## src/rtl/instr_fetch_unit.sv

```systemverilog
// Instruction fetch front end: owns the PC, issues in-order imem reads and queues returned words
// (with their PC) for decode. A redirect flushes the queue and drops responses still in flight.
//
// state | meaning
// BOOT  | single idle cycle after reset; no requests, redirects ignored
// RUN   | fetching; a request is made while in-flight + buffered words < DEPTH
module instr_fetch_unit #(
   parameter logic [31:0] RESET_PC = 32'h0000_0000,
   parameter int unsigned DEPTH    = 2
) (
   input  logic        clk,
   input  logic        rst_n,
   output logic        imem_req,
   output logic [31:0] imem_addr,
   input  logic        imem_gnt,
   input  logic        imem_rvalid,
   input  logic [31:0] imem_rdata,
   output logic [31:0] instr,
   output logic [31:0] instr_pc,
   output logic        instr_valid,
   input  logic        instr_ready,
   input  logic        PCSrc,
   input  logic [31:0] branch_target
);

   localparam int unsigned CNT_W = 4;
   localparam int unsigned PTR_W = (DEPTH > 1) ? $clog2(DEPTH) : 1;
   localparam logic [CNT_W-1:0] DEPTH_C  = CNT_W'(DEPTH);
   localparam logic [PTR_W-1:0] LAST_PTR = PTR_W'(DEPTH - 1);

   typedef enum logic {
      BOOT,
      RUN
   } state_t;

   state_t           state;
   logic [31:0]      fetch_pc;
   logic [31:0]      resp_pc;
   logic [CNT_W-1:0] outstanding;
   logic [CNT_W-1:0] outstanding_nxt;
   logic [CNT_W-1:0] drop_cnt;
   logic [CNT_W-1:0] count;
   logic [CNT_W:0]   occupancy;
   logic [PTR_W-1:0] rd_ptr;
   logic [PTR_W-1:0] wr_ptr;
   logic [31:0]      buf_instr [DEPTH];
   logic [31:0]      buf_pc    [DEPTH];

   logic        redirect;
   logic        issue;
   logic        resp;
   logic        push;
   logic        pop;
   logic [31:0] target_pc;
   logic        unused_target_bits;

   function automatic logic [PTR_W-1:0] next_ptr(input logic [PTR_W-1:0] p);
      return (p == LAST_PTR) ? '0 : p + PTR_W'(1);
   endfunction

   assign target_pc          = {branch_target[31:2], 2'b00};
   assign unused_target_bits = ^branch_target[1:0];

   assign occupancy = {1'b0, outstanding} + {1'b0, count};
   assign imem_req  = (state == RUN) & ~PCSrc & (occupancy < {1'b0, DEPTH_C});
   assign imem_addr = fetch_pc;

   assign redirect = (state == RUN) & PCSrc;
   assign issue    = imem_req & imem_gnt;
   // A response with nothing in flight is a protocol error; keep the counters sane by ignoring it.
   assign resp     = imem_rvalid & (outstanding != '0);
   assign push     = resp & (drop_cnt == '0) & ~redirect;
   assign pop      = instr_valid & instr_ready;

   assign outstanding_nxt = outstanding + CNT_W'(issue) - CNT_W'(resp);

   assign instr_valid = (count != '0);
   assign instr       = instr_valid ? buf_instr[rd_ptr] : 32'h0;
   assign instr_pc    = instr_valid ? buf_pc[rd_ptr]    : 32'h0;

   always_ff @(posedge clk or negedge rst_n) begin
      if (!rst_n) begin
         state       <= BOOT;
         fetch_pc    <= RESET_PC;
         resp_pc     <= RESET_PC;
         outstanding <= '0;
         drop_cnt    <= '0;
         count       <= '0;
         rd_ptr      <= '0;
         wr_ptr      <= '0;
      end else begin
         case (state)
            BOOT:    state <= RUN;
            RUN:     state <= RUN;
            default: state <= BOOT;
         endcase

         outstanding <= outstanding_nxt;

         if (redirect) begin
            // Everything still in flight after this cycle belongs to the old path.
            fetch_pc <= target_pc;
            resp_pc  <= target_pc;
            drop_cnt <= outstanding_nxt;
            count    <= '0;
            rd_ptr   <= '0;
            wr_ptr   <= '0;
         end else begin
            if (issue) begin
               fetch_pc <= fetch_pc + 32'd4;
            end
            if (resp) begin
               if (drop_cnt != '0) begin
                  drop_cnt <= drop_cnt - CNT_W'(1);
               end else begin
                  resp_pc <= resp_pc + 32'd4;
               end
            end
            if (push) begin
               wr_ptr <= next_ptr(wr_ptr);
            end
            if (pop) begin
               rd_ptr <= next_ptr(rd_ptr);
            end
            count <= count + CNT_W'(push) - CNT_W'(pop);
         end
      end
   end

   always_ff @(posedge clk) begin
      if (push) begin
         buf_instr[wr_ptr] <= imem_rdata;
         buf_pc[wr_ptr]    <= resp_pc;
      end
   end

   a_no_push_when_full: assert property (@(posedge clk) disable iff (!rst_n)
      push |-> ((count != DEPTH_C) || pop));

   a_rvalid_expected: assert property (@(posedge clk) disable iff (!rst_n)
      imem_rvalid |-> (outstanding != '0));

   a_outstanding_bound: assert property (@(posedge clk) disable iff (!rst_n)
      outstanding <= DEPTH_C);

endmodule

```

## config.mk

```make
export PLATFORM = sky130hd
export DESIGN_NAME = instr_fetch_unit
export DESIGN_NICKNAME = d
export VERILOG_FILES = /design/src/rtl/instr_fetch_unit.sv
export SDC_FILE = /design/constraint.sdc
export NUM_CORES = 1
export LEC_CHECK = 0
export CAP_MARGIN = 20
export CORE_MARGIN = 1.5
export CORE_UTILIZATION = 40
export CTS_BUF_LIST = sky130_fd_sc_hd__clkbuf_8 sky130_fd_sc_hd__clkbuf_16
export DETAILED_ROUTE_END_ITERATION = 6
export GPL_TIMING_DRIVEN = 0
export PLACE_DENSITY = 0.63
export SETUP_SLACK_MARGIN = 0.2
export SYNTH_ARGS = -nofsm -noshare
export SYNTH_HDL_FRONTEND = slang
export SYNTH_SLANG_ARGS = --single-unit
```

## constraint.sdc

```tcl
create_clock -name clk -period 6.41 [get_ports clk]
set_input_delay 0.641 -clock clk [delete_from_list [all_inputs] [get_ports clk]]
set_output_delay 0.641 -clock clk [all_outputs]
set_load 0.01 [all_outputs]
```

==> summary.txt, run 1 <==
fresh numbers from the pnr run: CP Cell Sequence=inv_1 > fa_1 > a311o_1 > a2111oi_4 > clkbuf_1 > clkdlybuf4s50_1, area share, top type=41.5%, yosys stat area=8970 µm², drt total wl=20.9 mm, Core Footprint=21900 µm², pwr/cell area=358 nW/µm², H-tree lvl count=4, Remaining Overflow, GRT=0, die height=153 µm, number of clock buffers in the layout=19, n_taps=280, Setup WS pre-CTS=2.39 ns, Non-clock buffer share=16.0%, Final WS setup=2.53 ns, Flops after synth=199, Synth Seq Share=62.4%, IO Pins=168, clk cell area share=4.62%, Max Clock Freq=0.258 GHz, Setup Viol. Count Final=0, CTS tree=yes, largest cell class by area=registers, minimum clock period=3.88 ns, Max Cap Viol=0, Top cells by area=edfxtp_1, dfrtp_1, mux2i_1, DP Area=11000 µm², logic area=3120 µm², # diodes=0, Met2 Wirelength=9.71 mm, TNS Setup=0 ns, Final Cycle Share=60.5%, worst min-delay path class=input pin to asynchronous set/reset pin, cts bufs inserted=17, status=completed, First-pass DRT Iterations=4, Crit path max-delay family=buffers and inverters, placer congestion estimate=0.883, slowest stage delay, CP=0.63 ns, most common cell in the synthesized netlist=edfxtp_1, initial DRC count=318, flop count=199, largest net degree at the start of global routing=64, async set-reset flop share out of synthesis=37.7%, Worst-Margin Slew=0.887 ns, HPWL Detailed=14.9 mm, remaining antenna violation count=0, Top Registers=buf_instr (64), buf_pc (60), max_slew headroom=40.9%, Hold Fails Final Rpt=0, port bufs=161, Biggest register=buf_instr, later-pin clock latency in the skew report=0.43 ns, die area=23300 µm², yosys cell count=741, DIE WIDTH=153 µm, comb_multi_in=476, number of placed cells counting well taps=1188, Comb/total area=27.0%, Log Warnings=28, Final #Nets=1016, post-cts gate resize count=0, Worst Setup Start Kind=flip-flop, Buf/Inv on CP=3, Pwr Total=0.00413 W, clk sink count=199, met2 Use GR=29.2%, Post-Layout Cell Count=1220, fillcell total=1960, GR met3 Demand/Resource=3.24%, number of enable flip-flop cells=124, Lkg Pwr=4.20 nW, hold_ws=0.0617 ns, layout cells sized above 1=4.68%, Non-clock inverters=27, met1 wire length=10.1 mm, setup repair after global routing missed its margin=no, fraction of area in registers=48.5%, via count=6201, Distinct cells, synth=42, Setup Skew=0.0161 ns
## run 1: kinds of logic (layout without fill, tap and decap cells)
logic type	after synthesis	count (layout)	share of synthesized area [%]
other	2	5	0.0837
buffers and inverters	69	265	3.07
DFF	199	199	62.4
AOI/OAI and AO/OA	90	90	6.15
adders and majority gates	19	19	2.90
xor gates and xnor gates	47	47	4.59
and+or+nand+nor	251	251	13.7
muxes	64	64	7.14
## run 1: cells in the final DEF, fill, tap and decap left out, drive strengths merged, types with 14 or more instances in the layout
| cell | instances |
|---|---|
| nand2 | 29 |
| a21oi | 44 |
| clkdlybuf4s50 | 160 |
| inv | 31 |
| o31ai | 14 |
| nand3 | 16 |
| edfxtp | 124 |
| xnor2 | 37 |
| ha | 16 |
| nor2 | 109 |
| or4 | 16 |
| buf | 14 |
| nand4 | 19 |
| mux2i | 64 |
| dfrtp | 75 |
| nor3 | 17 |
| a31oi | 17 |
| clkbuf | 51 |
## run 1: path summary, 6_finish.rpt
path	startpoint	to	slack, ns	cells past startpoint
setup / recovery	outstanding[1]$_DFF_PN0_	imem_req	2.53	6
hold / removal	rst_n	imem_addr[15]$_DFFE_PN0P_	0.06	1
setup reg to reg	outstanding[1]$_DFF_PN0_	drop_cnt[2]$_DFFE_PN0P_	2.60	14
hold reg to reg	resp_pc[23]$_DFFE_PN0P_	buf_pc[0][23]$_DFFE_PP_	0.52	0
max in group asynchronous	rst_n	resp_pc[5]$_DFFE_PN0P_	5.76	2
min in group clk	resp_pc[23]$_DFFE_PN0P_	buf_pc[0][23]$_DFFE_PP_	0.52	0
## run 1: power breakdown
group,internal (W),total (W),leakage [nW],switching [W]
clock network,0.000514,0.000973,0.271,0.000459
registers,0.00151,0.00164,1.96,0.000129
logic,0.000769,0.00152,1.98,0.000755
Run 1, floorplan with the power grid:
Scale bar: 50 µm. Pins as bars on the die edge. Tap cells in grey.
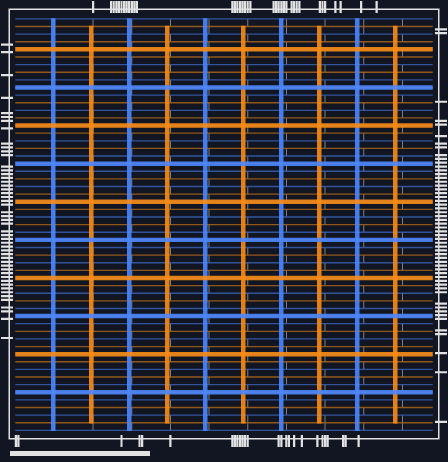
[orange] VDD
[blue] VSS
met1 rails: 55
met5 straps: 10
signal pins: 168
tap cells: 280

Run 1, placed cells, one colour a class:
Scale bar: 50 µm.
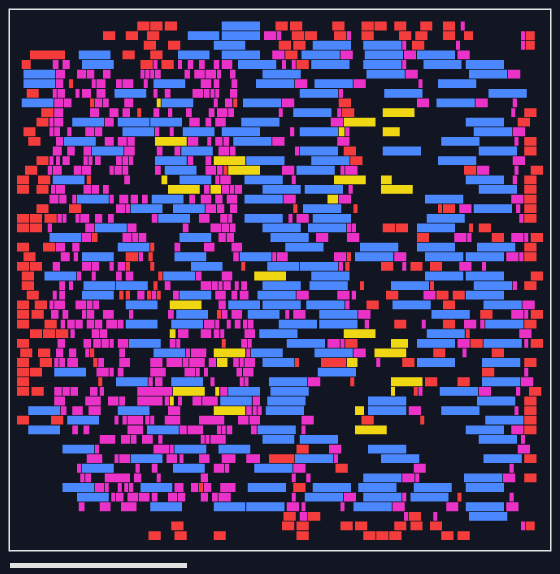
[blue] flops | cells: 199 | share of their area: 50%
[magenta] combinational and other logic | cells: 503 | share of their area: 29%
[yellow] clock drivers and dummy loads | cells: 32 | share of their area: 4.8%
[red] other buffers and delay cells | cells: 206 | share of their area: 17%

Run 1, routed clock nets over the placement:
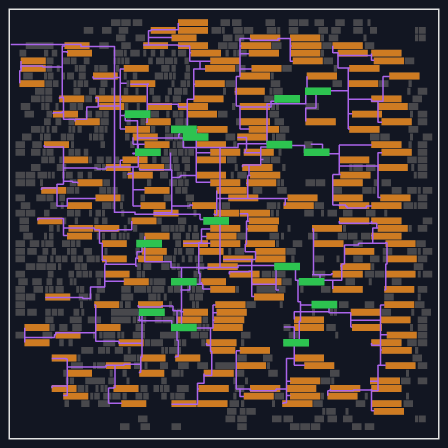
[orange] flip-flops | count: 199
[purple] clock wires | length: 2190 µm
[green] clock drivers | count: 17
flops lie: spread over the die
routed clock nets: 18

Run 1, metal layers overlaid:
Scale bar: 50 µm. Two of the layers only.
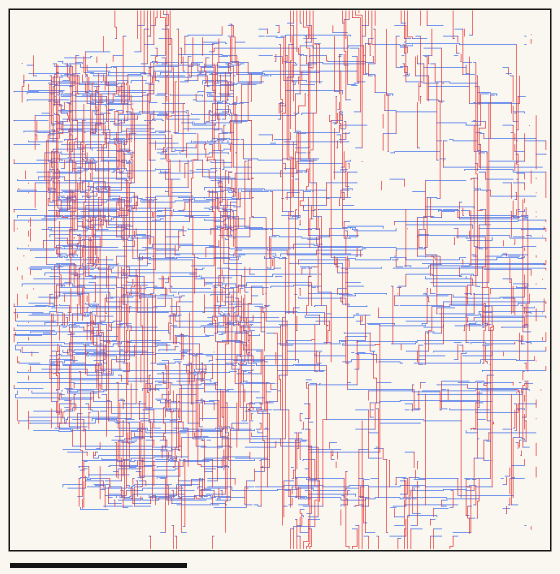
[blue] metal 1 | wire length: 10100 µm
[red] metal 2 | wire length: 9710 µm

==> run 1 -> run 2 <==
--- a/config.mk
+++ b/config.mk
@@ -11,7 +11,7 @@
 export CTS_BUF_LIST = sky130_fd_sc_hd__clkbuf_8 sky130_fd_sc_hd__clkbuf_16
 export DETAILED_ROUTE_END_ITERATION = 6
 export GPL_TIMING_DRIVEN = 0
-export PLACE_DENSITY = 0.63
+export PLACE_DENSITY = 0.65
 export SETUP_SLACK_MARGIN = 0.2
 export SYNTH_ARGS = -nofsm -noshare
 export SYNTH_HDL_FRONTEND = slang
==> constraint.sdc (replaced) <==
create_clock -name clk -period 3.5 [get_ports clk]
set_input_delay 0.35 -clock clk [delete_from_list [all_inputs] [get_ports clk]]
set_output_delay 0.35 -clock clk [all_outputs]
set_load 0.01 [all_outputs]
Run 2, cell outlines without signal wires:
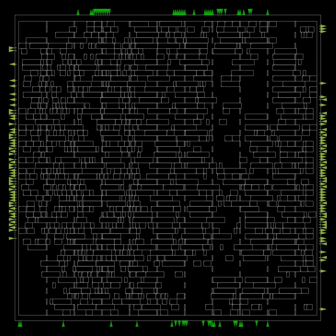
n_taps: 280
Core Footprint: 21900 µm²
post-layout util: 53.7%
fillcell total: 1901

Run 2, floorplan with the power grid:
Scale bar: 50 µm. Pins as bars on the die edge. Tap cells in grey.
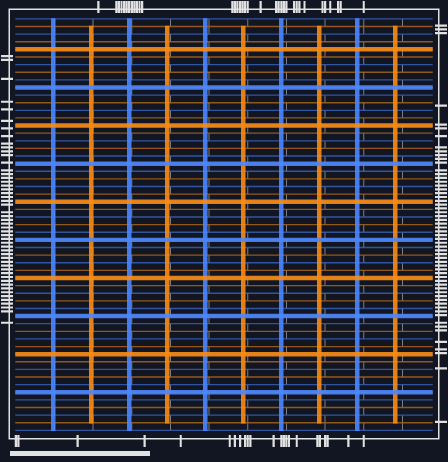
[orange] VDD
[blue] VSS
met5 straps: 10
rows: 54
met4 straps: 10
signal pins: 168
tap cells: 280

==> run 2 against run 1 <==
  * Power up 90%
  * Worst hold slack better by 0.27 ns
  * Setup slack lost 2.3 ns
  * Sequential share of layout area is 0.79 points lower
  * Clock skew shrank 0.0019 ns
  * Critical path type is now flip-flop to flip-flop
  * Largest power group unchanged
==> summary.txt, run 2 <==
fresh numbers from the pnr run: Worst Reg-to-Reg Cells=14, Via density=5.14, crit path from=outstanding[1]$_DFF_PN0_, layout cells sized above 1=7.47%, Worst Setup Start Kind=flip-flop, Max Clock Freq=0.310 GHz, setup repair after global routing missed its margin=yes, area of the mapped netlist=8970 µm², Top Layout Cells=clkdlybuf4s50_1, edfxtp_1, nor2_1, Final Cycle Share=92.1%, routed len/inst=17.2 µm, most used logic cell in the final layout=clkdlybuf4s50_1, yosys stat area=8970 µm², clk sink count=199, worst setup path end=drop_cnt[2]$_DFFE_PN0P_, max reg flops=64, Setup Viol. Count Final=0, yosys cell count=741, FF-to-FF setup slack=0.28 ns, R2R Path Start=outstanding[1]$_DFF_PN0_, initial DRC count=303, async set-reset flop share out of synthesis=37.7%, Max Cap Viol=0, area grow syn2layout=31.0%, clk root buf=clkbuf_16, status=completed, Buf/Inv on CP=4, Synth area leader=edfxtp_1, initial antenna violation count=0, die height=153 µm, crit path max fanout=3, DIE WIDTH=153 µm, IO Pins=168, Top Registers=buf_instr (64), buf_pc (60), DRC Markers=0, top layer reached by signal wires=met4, H-tree lvl count=4, max_slew headroom=41.5%, Syn. warnings=0, fin area=11800 µm², Setup Skew=0.0143 ns, Lkg Pwr=4.33 nW, DP Area=11000 µm², Crit Path Category=flip-flop to flip-flop, row count=54, die area=23300 µm², Met3 Wirelength=1.14 mm, HPWL Detailed=14.9 mm, CP Data Required Time=3.85 ns, Crit path max-delay family=adder cells, Reg2Reg Capture Point=drop_cnt[2]$_DFFE_PN0P_, Distinct cells, synth=42, vias in the first global route=6067, Synth Area per Inst=12.1 µm², GR peak layer=met2, Clock Path Buffers=2, Synth Seq Share=62.4%, gr usage total=18.4%, critical path depth=14, fp_density=41.0%, Remaining Overflow, GRT=0, First-pass DRT Iterations=5, TNS Setup=0 ns, max-slew violations=0, maximum vdd drop=0.364 mV, placer congestion estimate=0.887, port bufs=161, Met2 Wirelength=9.67 mm, CP Data Arrival Time=3.58 ns, top cells by count, synth=edfxtp_1, nor2_1, dfrtp_1, worst min-delay path class=input pin to asynchronous set/reset pin, Flops after synth=199, number of enable flip-flop cells=124, global routing usage on met1=26.0%, first-pass GRT wire length=33.3 mm, via count=6326, drt total wl=21.2 mm, Reg clk slew, reported paths=0.08 ns, later-pin clock latency in the skew report=0.43 ns, Worst-Margin Slew=0.878 ns, Log Warnings=30, Top cells by area=edfxtp_1, dfrtp_1, mux2i_1, Crit. End Element=flip-flop, GR met3 Demand/Resource=4.07%, slowest CP cell=dfrtp_2, met1 wire length=9.96 mm, most frequent CP cell=inv_1, remaining antenna violation count=0, minimum clock period=3.22 ns, largest net degree at the start of global routing=63, Biggest register=buf_instr, # diodes=0, slowest stage delay, CP=0.42 ns, cts bufs inserted=17, CP Cell Sequence=buf_4 > ha_1 > a311o_1 > a2111oi_4 > clkbuf_8 > nand2_4 > ha_4 > inv_1 > ha_2 > inv_1 > fa_2 > xnor2_2 > nor2_1 > a31oi_1, met2 Use GR=28.5%, Dominant Register Cell=edfxtp_1, Final #Nets=1026, most common cell in the synthesized netlist=edfxtp_1, CTS tree=yes, area share, top type=41.5%, pwr/cell area=670 nW/µm², Hold Fails Final Rpt=0, Synth Instances=741
[run 2: cell families (layout without fill, tap and decap cells)]
family | count (synthesis) | count (layout) | share of synthesized area (%)
buffers and inverters | 69 | 275 | 3.07
XOR/XNOR | 47 | 47 | 4.59
AND-OR/OR-AND | 90 | 90 | 6.15
AND/OR/NAND/NOR | 251 | 251 | 13.7
adder cells (fa/ha/maj) | 19 | 19 | 2.90
multiplexers | 64 | 64 | 7.14
other | 2 | 5 | 0.0837
flip-flops | 199 | 199 | 62.4
[run 2: layout make-up]
type                    count  area (µm²)
well taps                 280         350
fillers                  1901       10100
plain buffers              42         193
flip-flops and latches    199        5600
multi-input cells         476        3160
clock inverters            11        86.3
inverters                  27         101
clock buffers              21         503
repair buffers            174        1760
[run 2: power by group]
group | switching [W] | internal (W)
Clock | 0.000871 | 0.00104
Sequential | 0.000226 | 0.00276
Combinational | 0.00145 | 0.00152
[run 2: what timing repair did]
action                                 4_1_cts  5_1_grt
gates resized                                9       14
hold buffers                                 1        0
pin swaps                                    4        3
buffers inserted                             8        1
setup endpoints to repair                    7       44
endpoints found under the hold margin       17        0
[run 2: per-stage QoR]
| step | power, W | cells | setup WS (ns) | hold WS (ns) |
|---|---|---|---|---|
| final | 0.00787 | 1230 | 0.277 | 0.333 |
| after global routing | 0.00834 | 1230 | 0.134 | 0.333 |
| after CTS | 0.00794 | 1229 | 0.145 | 0.321 |
| after detailed placement | 0.00587 | 1188 | -0.204 | 0.246 |
| after global placement | 0.00583 | 1185 | -0.969 | 0.499 |
| after floorplan | 0.00454 | 744 | 0.227 | 0.0544 |
==> run 2 -> run 3 <==
--- a/config.mk
+++ b/config.mk
@@ -5,6 +5,7 @@
 export SDC_FILE = /design/constraint.sdc
 export NUM_CORES = 1
 export LEC_CHECK = 0
+export ABC_CLOCK_PERIOD_IN_PS = 3500
 export CAP_MARGIN = 20
 export CORE_MARGIN = 1.5
 export CORE_UTILIZATION = 40
Run 3, routed clock nets over the placement:
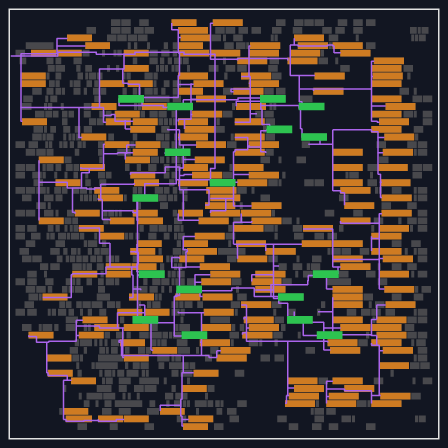
[orange] flip-flops | count: 199
[purple] clock wires | length: 2250 µm
[green] clock drivers | count: 17
flops lie: spread over the die

Run 3, metal layers overlaid:
Scale bar: 50 µm. Two of the layers only.
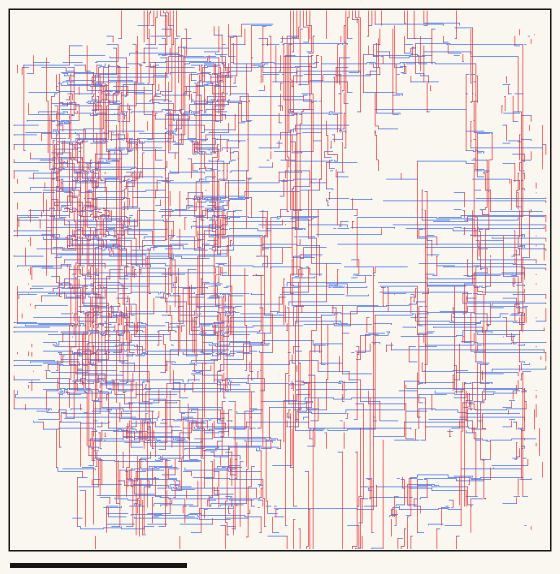
[blue] metal 1 | wire length: 9960 µm
[red] metal 2 | wire length: 9670 µm

==> run 3 against run 2 <==
  * Combinational power is essentially flat
  * Cell area unchanged
  * Cell count unchanged
  * Setup slack unchanged
  * Worst hold slack is the same
  * Critical endpoint unchanged
  * Highest routed layer unchanged
==> summary.txt, run 3 <==
fresh numbers from the pnr run: top cells by count, synth=edfxtp_1, nor2_1, dfrtp_1, clock share of power=24.3%, CTS tree=yes, First-pass DRT Iterations=5, DP Area=11000 µm², sequential power share=38.0%, Reg clk slew, reported paths=0.08 ns, IO Pins=168, met1 wire length=9.96 mm, yosys stat area=8970 µm², Synth Area per Inst=12.1 µm², Crit. End Element=flip-flop, Met2 Wirelength=9.67 mm, gr usage total=18.4%, Comb group=0.00297 W, die height=153 µm, DRC Markers=0, Top cells by area=edfxtp_1, dfrtp_1, mux2i_1, CP Cell Sequence=buf_4 > ha_1 > a311o_1 > a2111oi_4 > clkbuf_8 > nand2_4 > ha_4 > inv_1 > ha_2 > inv_1 > fa_2 > xnor2_2 > nor2_1 > a31oi_1, cts bufs inserted=17, yosys cell count=741, hold_ws=0.333 ns, Setup Viol. Count Final=0, Biggest register=buf_instr, max_slew headroom=41.5%, minimum clock period=3.22 ns, post-layout util=53.7%, area of the mapped netlist=8970 µm², Met3 Wirelength=1.14 mm, Final WS setup=0.277 ns, Synth Instances=741, NetSw=0.00254 W, slowest CP cell=dfrtp_2, worst min-delay path class=input pin to asynchronous set/reset pin, async set-reset flop share out of synthesis=37.7%, largest net degree at the start of global routing=63, number of enable flip-flop cells=124, Core Footprint=21900 µm², switch share=32.3%, die area=23300 µm², top layer reached by signal wires=met4, pwr/cell area=670 nW/µm², met2 Use GR=28.5%, Hold Fails Final Rpt=0, Worst Setup Start Kind=flip-flop, Worst-Margin Slew=0.878 ns, Buf/Inv on CP=4, fp_density=41.0%, GR peak layer=met2, most common cell in the synthesized netlist=edfxtp_1, Max Cap Viol=0, GR met3 Demand/Resource=4.07%, CP Data Arrival Time=3.58 ns, Log Warnings=30, P_clk=0.00191 W, Synth area leader=edfxtp_1, Clock Path Buffers=2, Logic pwr share=37.7%, # diodes=0, Syn. warnings=0, remaining antenna violation count=0, max-slew violations=0, most frequent CP cell=inv_1, Synth Seq Share=62.4%, initial DRC count=303, Distinct cells, synth=42, Post-Layout Cell Count=1230, first-pass GRT wire length=33.3 mm, vias in the first global route=6067, area share, top type=41.5%, row count=54, Setup Skew=0.0143 ns, Lkg Pwr=4.33 nW, DIE WIDTH=153 µm, later-pin clock latency in the skew report=0.43 ns, fillcell total=1901, placer congestion estimate=0.887, initial antenna violation count=0, Max Clock Freq=0.310 GHz, Final Cycle Share=92.1%, maximum vdd drop=0.364 mV, status=completed, Flops after synth=199, setup repair after global routing missed its margin=yes, via count=6326, port bufs=161, H-tree lvl count=4, global routing usage on met1=26.0%, clk sink count=199, clk root buf=clkbuf_16, routed len/inst=17.2 µm, Top Layout Cells=clkdlybuf4s50_1, edfxtp_1, nor2_1, HPWL Detailed=14.9 mm, power in sequential cells=0.00299 W, Crit path max-delay family=adder cells, Final #Nets=1026, Main power group=registers, Via density=5.14, Crit Path Category=flip-flop to flip-flop, Setup WS pre-CTS=-0.204 ns, Int Pwr=0.00533 W, most used logic cell in the final layout=clkdlybuf4s50_1, crit path max fanout=3, max reg flops=64, number of placed cells counting well taps=1188, TNS Setup=0 ns, area grow syn2layout=31.0%, fin area=11800 µm², CP Data Required Time=3.85 ns, layout cells sized above 1=7.47%, Top Registers=buf_instr (64), buf_pc (60), slowest stage delay, CP=0.42 ns, Pwr Total=0.00787 W, drt total wl=21.2 mm, Remaining Overflow, GRT=0, Dominant Register Cell=edfxtp_1
run 3: timing repair:
| item | CTS | global route |
|---|---|---|
| buffers inserted | 8 | 1 |
| hold buffers | 1 | 0 |
| hold endpoints to repair | 17 | 0 |
| pin swaps | 4 | 3 |
| gates cloned | 0 | 0 |
| resized | 9 | 14 |
| endpoints found under the setup margin | 7 | 44 |
run 3: path summary, 6_finish.rpt:
check | from | end | slack, ns | cells past startpoint
max | outstanding[1]$_DFF_PN0_ | drop_cnt[2]$_DFFE_PN0P_ | 0.28 | 14
max in group asynchronous | rst_n | outstanding[1]$_DFF_PN0_ | 2.57 | 3
min reg2reg | resp_pc[30]$_DFFE_PN0P_ | buf_pc[1][30]$_DFFE_PP_ | 0.54 | 0
min | rst_n | imem_addr[16]$_DFFE_PN0P_ | 0.33 | 2
max reg2reg | outstanding[1]$_DFF_PN0_ | drop_cnt[2]$_DFFE_PN0P_ | 0.28 | 14
min in group clk | imem_rdata[2] | buf_instr[0][2]$_DFFE_PP_ | 0.50 | 1
run 3: logic make-up (layout without fill, tap and decap cells):
family / Yosys count / in the layout / share of synthesized area (%)
other cells: 2 / 5 / 0.0837
buf+inv: 69 / 275 / 3.07
mux: 64 / 64 / 7.14
flops: 199 / 199 / 62.4
xor+xnor: 47 / 47 / 4.59
simple gates: 251 / 251 / 13.7
fa+ha+maj: 19 / 19 / 2.90
compound gates: 90 / 90 / 6.15
run 3: final cells by class:
type,instances,area [µm²],area share (%)
clock buffer,21,503,4.28
buffer,42,193,1.64
multi-input combinational,476,3160,26.9
clock inverter,11,86.3,0.735
inverter,27,101,0.862
timing repair buffer,174,1760,15.0
sequential,199,5600,47.7
tap,280,350,2.98
Power and IR drop assume default switching activity.
